Fig. 1: run 1, signal wires on met1
Bar = 20 um.
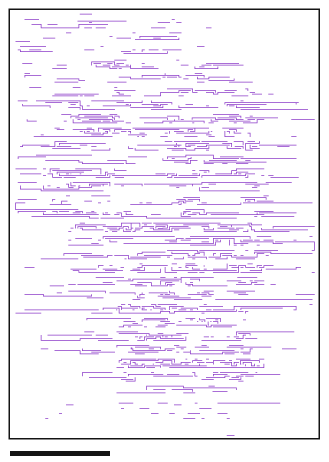
Fig. 2: run 1, signal wires on met2
Bar = 20 um. Cells faint in the background.
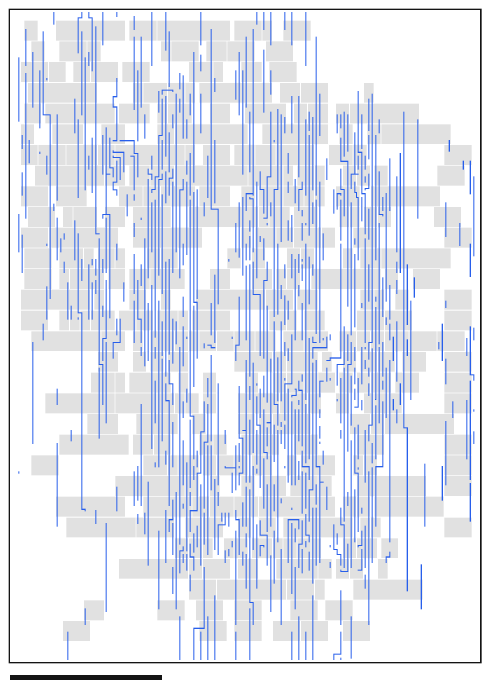
Fig. 3: run 1, met3 routing
Bar = 20 um. Cells faint in the background.
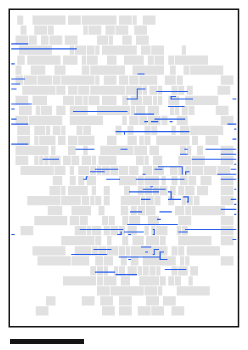
==> config.mk <==
export PLATFORM = sky130hd
export DESIGN_NAME = cle_key_sequencer
export DESIGN_NICKNAME = d
export VERILOG_FILES = /design/src/rtl/cle_key_sequencer.sv
export SDC_FILE = /design/constraint.sdc
export NUM_CORES = 1
export LEC_CHECK = 0
export CAP_MARGIN = 20
export CORE_ASPECT_RATIO = 1.4
export CORE_UTILIZATION = 45
export CTS_CLUSTER_DIAMETER = 30
export CTS_CLUSTER_SIZE = 12
export DETAILED_ROUTE_END_ITERATION = 7
export GPL_ROUTABILITY_DRIVEN = 0
export PLACE_DENSITY = 0.75
export SYNTH_ARGS = -nofsm -noshare
export SYNTH_HDL_FRONTEND = slang
export SYNTH_SLANG_ARGS = --single-unit
==> constraint.sdc <==
create_clock -name clk -period 2.3 [get_ports clk]
set_input_delay 0.23 -clock clk [delete_from_list [all_inputs] [get_ports clk]]
set_output_delay 0.23 -clock clk [all_outputs]
set_load 0.02 [all_outputs]
==> Slide: Implementation Results, run 1 <==
Synthesis and Place & Route Summary

Final timing
  – Worst Hold Slack: approximately 0.33 ns
  – Rel. slew slack: 52.4%
  – FMAX: approximately 450 MHz
  – Post-route minimum period: between 2 and 2.5 ns
  – Setup tns final: 0 ns
  – Pins over their slew limit: 0
  – Clock Skew: approximately 0.010 ns
  – Fin crit share: 97.0%
  – Final worst setup slack: ~0.07 ns
  – Final Hold Fails: 0

Worst setup path
  – Critical Path End Type: output port
  – Worst reg-to-reg setup slack: 0.09 ns
  – Req. time, crit path: slightly above 2 ns
  – CP Class: register to output port
  – CP max FO: 4

Final layout
  – Most frequent cells in the layout: 51 x clkdlybuf4s50_1, 30 x o21ai_0, 28 x dfrtp_1
  – # nets final: between 300 and 400
  – Largest class: multi-input combinational cells
  – #MultiIn Comb: ~200
  – Final design utilization: ~64%
  – Registers: 32
  – Clock buffers and inverters, area share: about 3%
  – Comb. cell area: between 0.001 and 0.0015 mm2
  – Area grow syn2layout: 36.7%
  – Filler Cell Count: around 400
  – Logic share of the area: between 40% and 50%
  – Sequential Area: 806 um2
  – CLK BUF: 5
  – Final instance area: between 0.003 and 0.004 mm2
  – Non-filler cells, final: ~400
  – Seq area share: 26.2%
  – Max FFs per register: 16
  – Inverter count: 15
  – Layout cells sized above 1: a little under a fifth
  – Most used logic cell in the final layout: clkdlybuf4s50_1

Logic synthesis
  – Synth logic family: simple AND/OR/NAND/NOR gates
  – Post-synth EDFFs: 0
  – Flops out of synthesis: 32
  – YS chip area: roughly 0.0023 mm2
  – Simple-Gate Area Share: a little under a quarter
  – Mux share: 4.50%
  – Synth warn: 0
  – Top area cell types: dfrtp_1 36%, o21ai_0 6.7%, a21oi_1 5.1%
  – Yosys cell types: approximately 50
  – Post-Syn Nets: a little under 300
  – Async SR Flop Fraction: 100%
  – Largest area contributor in the netlist: dfrtp_1
  – Top cell area share: 35.6%
  – Mapped Area: approximately 0.0023 mm2
  – Adder share: approximately 2.8%
  – XORs/XNORs by Area: 4.28%
  – Most common cell in the netlist: dfrtp_1
  – Sequential cell area fraction in the yosys report: between 30% and 40%
  – Yosys aoi share: 21.4%
  – Yosys cell count: approximately 270

CTS
  – Reg clk slew, reported paths: roughly 0.08 ns
  – Worst-Skew Late Latency: about 0.3 ns
  – CTS Sinks: 32
  – Post-CTS sizing: 13
  – CTS Buffer Depth: 2
  – Setup bufs post-CTS: 0
  – Root buffer cell: clkbuf_8
  – CTS tree: built
  – Number of hold buffers added after CTS: 0
  – Num CTS Buffers: 5

Run
  – Log Warnings: 29
  – Max-cap violation count: 0

Routing
  – Routed length per instance: between 15 and 20 um
  – DR iter-0 viols: about 160
  – # DRC: 0
  – Drt first pass iters: 5
  – DR vias/cell: 5.88
  – Final ANT Viol Nets: 0

Power
  – P_int: ~1.5 mW
  – Comb power: around 1.4 mW
  – Clock-net power: 0.466 mW
  – P_seq: around 0.75 mW
  – Psw: ~1.1 mW
  – Top power group: combinational logic
  – Sw Share: a little over two fifths
  – VDD IR max: 0.798 mV
  – Static leakage: ~1.3 nW
  – Sequential power share: 28.6%
  – Combinational Power Share: 53.8%
  – Pwr Total: between 2 and 3 mW
  – Power per standard cell area: around 860 mW/mm2

GRT
  – Initial antenna violation count: 0
  – Largest net degree at the start of global routing: 33
  – First-pass GRT wire length: approximately 11000 um
  – GR Overflow Total: 0
  – Total track usage: a little over a quarter
  – Vias in the first global route: 2284

Min path
  – Hold Path Class: primary input to asynchronous set/reset pin

Floorplan
  – Core ar.: between 0.004 and 0.005 mm2
  – Die ar.: about 0.0053 mm2
  – Core Rows: 30
  – Well tap count: about 64
  – Die W: slightly above 60 um
  – Die y size: between 80 and 90 um

Placed design
  – Placed cell count: a little under 400
  – Post-DP HPWL: ~4900 um
  – Placed Area: between 0.002 and 0.003 mm2
  – Worst slack at placement: 0.0407 ns

Outcome
  – Outcome: completed
Back to the opening pictures, Fig. 1:
share of all routed wire: 40%
wire length on this layer: 2680 um
main direction: horizontal
nets with wire on the layer: 319
Routed WL: 6620 um
vias: 2347
GR Util met1: 32.2%

Back to the opening pictures, Fig. 2:
longest straight run: 41.5 um
wire length on this layer: 3350 um
share of all routed wire: 51%
nets with wire on the layer: 317
met2 Use GR: 43.9%

Back to the opening pictures, Fig. 3:
longest straight run: 19.8 um
main direction: horizontal
share of all routed wire: 5.4%
nets with wire on the layer: 65
wire length on this layer: 355 um
grt met3 use: 4.68%

-- run 1: routing by layer --
layer	up-vias	part of all wire [%]	GRT usage (%)
met1	1110	40	32.2
met2	118	51	43.9
met3	23	5.3	4.68
li1	1096	-	-
met4	0	3.5	13.5
met5	-	0	0
-- run 1: worst max-delay path, cell delays in order (launching register included) --
cell	delay, ns
dfrtp_1	0.40
inv_1	0.06
ha_1	0.15
nand2b_1	0.09
nor3b_2	0.20
buf_4	0.16
mux2_2	0.34
and2_1	0.16
buf_2	0.15
Fig. 4: run 1, congestion heat map
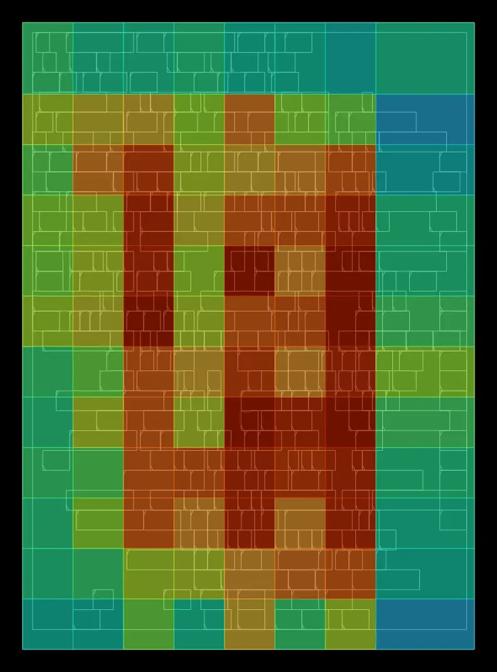

==> run 2, diff against run 1 <==
SKIP_CTS_REPAIR_TIMING = 1   (was unset)
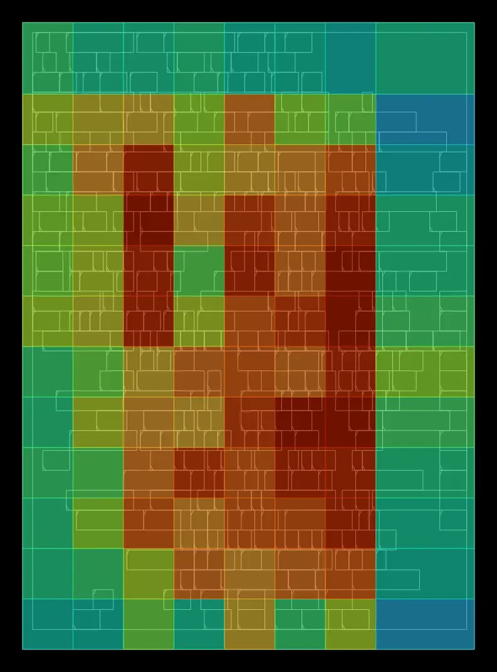
Fig. 5. Congestion heat map (run 2).
final design utilization: 64.0%
routed length per instance: 16.8 um

==> run 2 against run 1 <==
  * Power is 0.98% higher
  * First-iteration DRC count is 2.5% higher
  * Synthesized cell count stayed put
  * Hold slack better by 0.0023 ns
  * Sequential share of layout area is 0.17 points lower
  * Sequential power hardly changed
  * Critical path depth stayed put
  * Clock skew hardly changed
  * Via count is 1.8% higher
  * Register-to-register slack better by 0.02 ns
  * Area after synthesis stayed put
  * Largest power group unchanged
==> Slide: Implementation Results, run 2 <==
Synthesis and Place & Route Summary

Worst setup path
  – Worst reg-to-reg setup slack: 0.11 ns (+0.02 ns)
  – CP delay by family, top: simple AND/OR/NAND/NOR gates
  – Critical Path End Type: output port
  – Max incr delay on CP: 0.40 ns (about the same)
  – WP buf/inv: 3 (unchanged)
  – Startpoint Class: register
  – CP max FO: 4 (unchanged)
  – Critical-path cell list: inv_1 -> ha_1 -> nand2b_1 -> nor3b_2 -> buf_4 -> mux2_2 -> and2_1 -> clkbuf_2
  – Slowest-stage cell, CP: dfrtp_1
  – Stages on worst setup path: 8 (unchanged)
  – Req. time, crit path: 2.07 ns (about the same)
  – CP Class: register to output port

Final timing
  – Final worst setup slack: 0.0983 ns (+0.0282 ns)
  – Post-route minimum period: 2.20 ns (-0.0282 ns)
  – Worst Hold Slack: 0.333 ns (+0.00228 ns)
  – Final Hold Fails: 0 (unchanged)
  – FMAX: 454 MHz (+1.3%)
  – Setup tns final: 0 ns (unchanged)
  – Clock Skew: 0.0103 ns (-0.0000131 ns)
  – Fin crit share: 95.7% (-1.2 points)
  – Rel. slew slack: 52.3% (-0.12 points)
  – Pins over their slew limit: 0 (unchanged)
  – RSZ-0062 raised after global routing: no

Floorplan
  – Die ar.: 0.00529 mm2 (unchanged)
  – Core ar.: 0.00484 mm2 (unchanged)
  – Die W: 61.8 um (unchanged)
  – Die y size: 85.7 um (unchanged)
  – Core Rows: 30 (unchanged)

Power
  – Pwr Total: 2.66 mW (+0.98%)
  – Static leakage: 1.33 nW (+0.44%)
  – Power per standard cell area: 860 mW/mm2 (+0.33%)
  – VDD IR max: 0.821 mV (+2.9%)

CTS
  – CTS tree: built
  – Num CTS Buffers: 5 (unchanged)
  – CTS Buffer Depth: 2 (unchanged)
  – Reg clk slew, reported paths: 0.08 ns (about the same)
  – Worst-Skew Late Latency: 0.30 ns (about the same)
  – Root buffer cell: clkbuf_8
  – CTS Sinks: 32 (unchanged)
  – Max H-tree Level: 2

Logic synthesis
  – Yosys aoi share: 21.4% (unchanged)
  – Flops out of synthesis: 32 (unchanged)
  – XORs/XNORs by Area: 4.28% (unchanged)
  – Mux share: 4.50% (unchanged)
  – Yosys cell types: 50 (unchanged)
  – Async SR Flop Fraction: 100% (unchanged)
  – YS chip area: 0.00225 mm2 (unchanged)
  – Yosys cell count: 269 (unchanged)
  – Synth warn: 0 (unchanged)
  – Top cell area share: 35.6% (unchanged)
  – Post-synth EDFFs: 0 (unchanged)
  – Adder share: 2.78% (unchanged)
  – Top area cell types: dfrtp_1 36%, o21ai_0 6.7%, a21oi_1 5.1%
  – Synth logic family: simple AND/OR/NAND/NOR gates
  – Mapped Area: 0.00225 mm2 (unchanged)
  – Post-Syn Nets: 298 (unchanged)
  – Sequential cell area fraction in the yosys report: 35.6% (unchanged)
  – Simple-Gate Area Share: 23.3% (unchanged)
  – Most common cell in the netlist: dfrtp_1
  – Largest area contributor in the netlist: dfrtp_1

Final layout
  – Layout cells sized above 1: 18.8% (-0.056 points)
  – # nets final: 364 (+0.28%)
  – Most used logic cell in the final layout: clkdlybuf4s50_1
  – Max FFs per register: 16 (unchanged)
  – Area grow syn2layout: 37.6%
  – Most frequent cells in the layout: 51 x clkdlybuf4s50_1, 30 x o21ai_0, 28 x dfrtp_1

GRT
  – Vias in the first global route: 2284 (unchanged)
  – GR Util met1: 32.2% (unchanged)
  – First-pass GRT wire length: 10600 um (unchanged)
  – Met2 Use GR: 43.9% (unchanged)
  – Global route hottest layer: met2
  – GR Overflow Total: 0 (unchanged)
  – Largest net degree at the start of global routing: 33 (unchanged)
  – Grt met3 use: 4.68% (unchanged)
  – Total track usage: 26.6% (unchanged)
  – Initial antenna violation count: 0 (unchanged)

Routing
  – Drt first pass iters: 8 (+3)
  – DR iter-0 viols: 164 (+2.5%)
  – Top sig layer: met4
  – Final ANT Viol Nets: 0 (unchanged)
  – DR vias/cell: 5.98 (+1.6%)
  – WL met1: 2620 um (-1.9%)
  – # DRC: 0 (unchanged)
  – DR WL met3: 391 um (+10%)
  – Wire length on met2: 3500 um (+4.2%)

Placed design
  – Post-DP HPWL: 4870 um (unchanged)
  – Worst slack at placement: 0.0407 ns (unchanged)

Run
  – Max-cap violation count: 0 (unchanged)
  – Log Warnings: 29 (unchanged)

Min path
  – Hold Path Class: primary input to asynchronous set/reset pin

Outcome
  – Outcome: completed
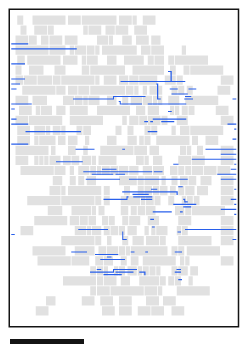
Fig. 6. Met3 routing (run 2).
Bar = 20 um. Cells faint in the background.
share of all routed wire: 5.8%
main direction: horizontal
nets with wire on the layer: 68
longest straight run: 18.4 um
vias: 2390
Routed WL: 6730 um

-- run 2: cell type report --
type / count / area (um2)
well taps: 64 / 80.1
clock buffers: 5 / 68.8
repair buffers: 82 / 733
multi-input cells: 199 / 1330
clock inverters: 3 / 23.8
fillers: 400 / 1740
flip-flops and latches: 32 / 806
inverters: 15 / 56.3
-- run 2: where the power goes --
| group | internal, mW | switching [mW] |
|---|---|---|
| clock network | 0.214 | 0.252 |
| logic | 0.654 | 0.786 |
| registers | 0.663 | 0.0938 |
-- run 2: through the flow --
stage / instances / area, um2 / utilization [%]
floorplan: 269 / 2250 / -
global placement: 391 / 2960 / 61.1
detailed placement: 391 / 2960 / 61.1
CTS: 399 / 3050 / 63.0
global route: 400 / 3100 / 64.0
finish: 400 / 3100 / 64.0
Power and IR drop assume default switching activity.
